<file path="config.mk">
export PLATFORM = sky130hd
export DESIGN_NAME = ecc_secded_cal
export DESIGN_NICKNAME = d
export VERILOG_FILES = /design/src/rtl/ecc_pkg.sv /design/src/rtl/ecc_lockstep_chk_secded_cal.sv
export SDC_FILE = /design/constraint.sdc
export NUM_CORES = 1
export LEC_CHECK = 0
export ABC_CLOCK_PERIOD_IN_PS = 6600
export CAP_MARGIN = 20
export CORE_UTILIZATION = 41
export DETAILED_ROUTE_END_ITERATION = 10
export PLACE_DENSITY_LB_ADDON = 0.25
export SLEW_MARGIN = 20
export SYNTH_ARGS = -nofsm -noshare
export SYNTH_HDL_FRONTEND = slang
export SYNTH_SLANG_ARGS = --single-unit
</file>
<file path="constraint.sdc">
create_clock -name vclk -period 6.6
set_input_delay 0.66 -clock vclk [all_inputs]
set_output_delay 0.66 -clock vclk [all_outputs]
set_load 0.01 [all_outputs]
</file>
<file path="src/rtl/ecc_pkg.sv">
// Shared SECDED helpers and self-test FSM encoding for the lockstep ECC checker.
package ecc_pkg;

   localparam logic [1:0] ST_IDLE = 2'd0;
   localparam logic [1:0] ST_INJ  = 2'd1;
   localparam logic [1:0] ST_CHK  = 2'd2;

   // Hamming check bits plus one overall parity bit for a dw-bit word.
   function automatic int unsigned secded_pw(input int unsigned dw);
      int unsigned r;
      r = 1;
      for (int unsigned k = 0; k < 32; k++) begin
         if ((32'd1 << r) < (dw + r + 1)) r = r + 1;
      end
      return r + 1;
   endfunction

   // Codeword position (1-based) of data bit idx; powers of two hold check bits.
   function automatic int unsigned data_pos(input int unsigned idx);
      int unsigned p;
      p = 3;
      for (int unsigned k = 0; k < idx; k++) begin
         p = p + 1;
         if ((p & (p - 1)) == 0) p = p + 1;
      end
      return p;
   endfunction

endpackage

</file>
<file path="src/rtl/ecc_lockstep_chk_secded_cal.sv">
// Combinational SECDED decoder: syndrome, overall parity, single-bit correction mask.
module ecc_secded_cal
   import ecc_pkg::*;
#(
   parameter int unsigned DATA_WIDTH   = 22,
   parameter int unsigned PARITY_WIDTH = 6
) (
   input  logic [DATA_WIDTH-1:0]   data_in,
   input  logic [PARITY_WIDTH-1:0] parity_in,
   input  logic                    bypass,
   output logic [DATA_WIDTH-1:0]   data_out,
   output logic [DATA_WIDTH-1:0]   mask,
   output logic                    sbit_err,
   output logic                    dbit_err
);

   localparam int unsigned SW = PARITY_WIDTH - 1;

   logic [DATA_WIDTH-1:0][SW-1:0] pos;
   logic [SW-1:0]                 syn;
   logic                          ovr;

   for (genvar i = 0; i < DATA_WIDTH; i++) begin : g_pos
      assign pos[i] = SW'(data_pos(i));
   end

   always_comb begin
      syn = parity_in[SW-1:0];
      for (int unsigned i = 0; i < DATA_WIDTH; i++) begin
         if (data_in[i]) syn = syn ^ pos[i];
      end
      ovr      = ^{data_in, parity_in};
      sbit_err = ~bypass & ovr;
      dbit_err = ~bypass & ~ovr & (|syn);
      mask     = '0;
      // Syndrome naming a check-bit position leaves the data untouched.
      for (int unsigned i = 0; i < DATA_WIDTH; i++) begin
         mask[i] = sbit_err & (syn == pos[i]);
      end
      data_out = data_in ^ mask;
   end

endmodule

</file>
Cell density map:
11 x 11 tiles, from white (low) to dark blue (high), 0 to 100% covered.
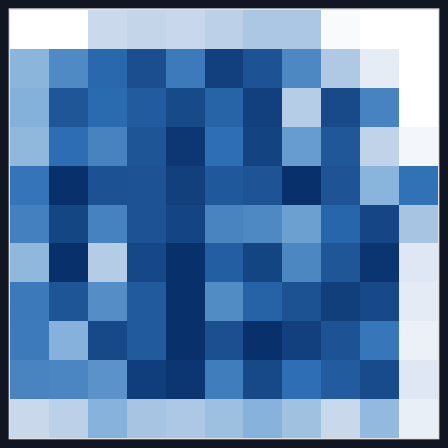
mean over tiles	63%
densest ninth of the die	centre
emptiest ninth of the die	north-east

Logic cells by family:
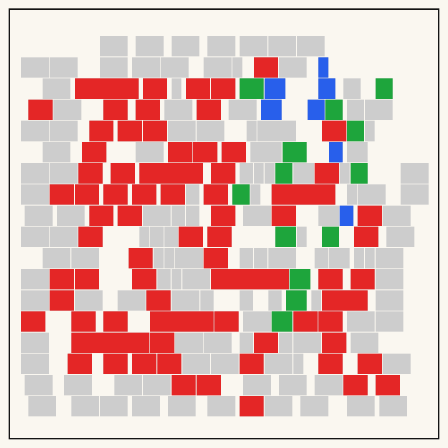
colour	family	cells
green	and/or cells	13
red	xor and xnor cells	72
blue	nand cells	7

==> flow_metrics.tcl <==
# implementation run metrics
set metrics [dict create \
    fillers 190 \
    worst_slew_pin_slew_ns 0.7657 \
    fmax_ghz 0.2069 \
    power.switching_mw 0.2060 \
    worst-path-stages 9 \
    crit_path_max_fanout 8 \
    syn_area_per_cell_sq_um 8.106 \
    pg_seq_mw 0 \
    final_cell_mix "75 x clkdlybuf4s50_1, 36 x xnor2_1, 29 x xor2_1, 14 x nor3_1, 11 x nor2_1" \
    slew_violations 0 \
    drv_cap 0 \
    nonClkBufAreaFrac 0.3886 \
    yosys-stat-area_sq_mm 0.001151 \
    route.met3.wl_um 226 \
    comb_area_sq_mm 0.001117 \
    ir_worst_vdd_uv 169.6 \
    required_ns 5.94 \
    warnings 33 \
    post_drt_wl_per_cell_um 14.22 \
    yosysMostFrequentCell "xnor2_1" \
    crit_buf_inv 2 \
    seqPwrFrac 0 \
    status "finished, final reports clean" \
]
Signal wires on met2:
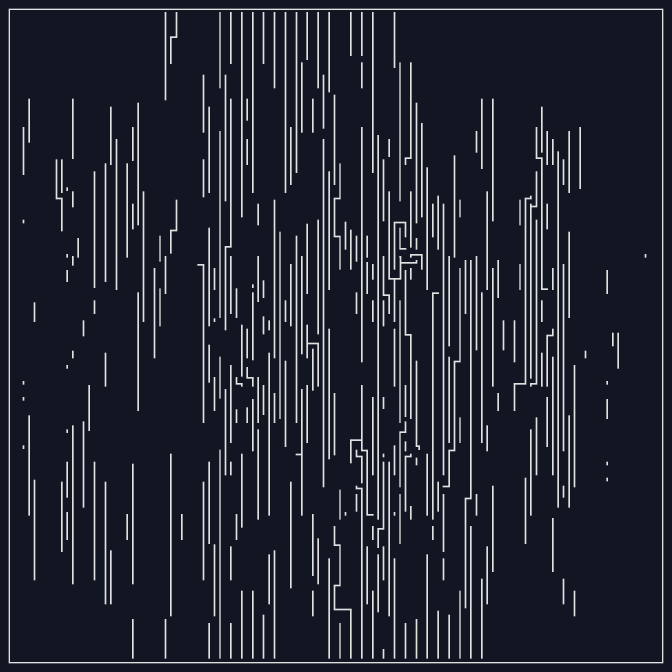
wire length on this layer	1,700 um
share of all routed wire	49%

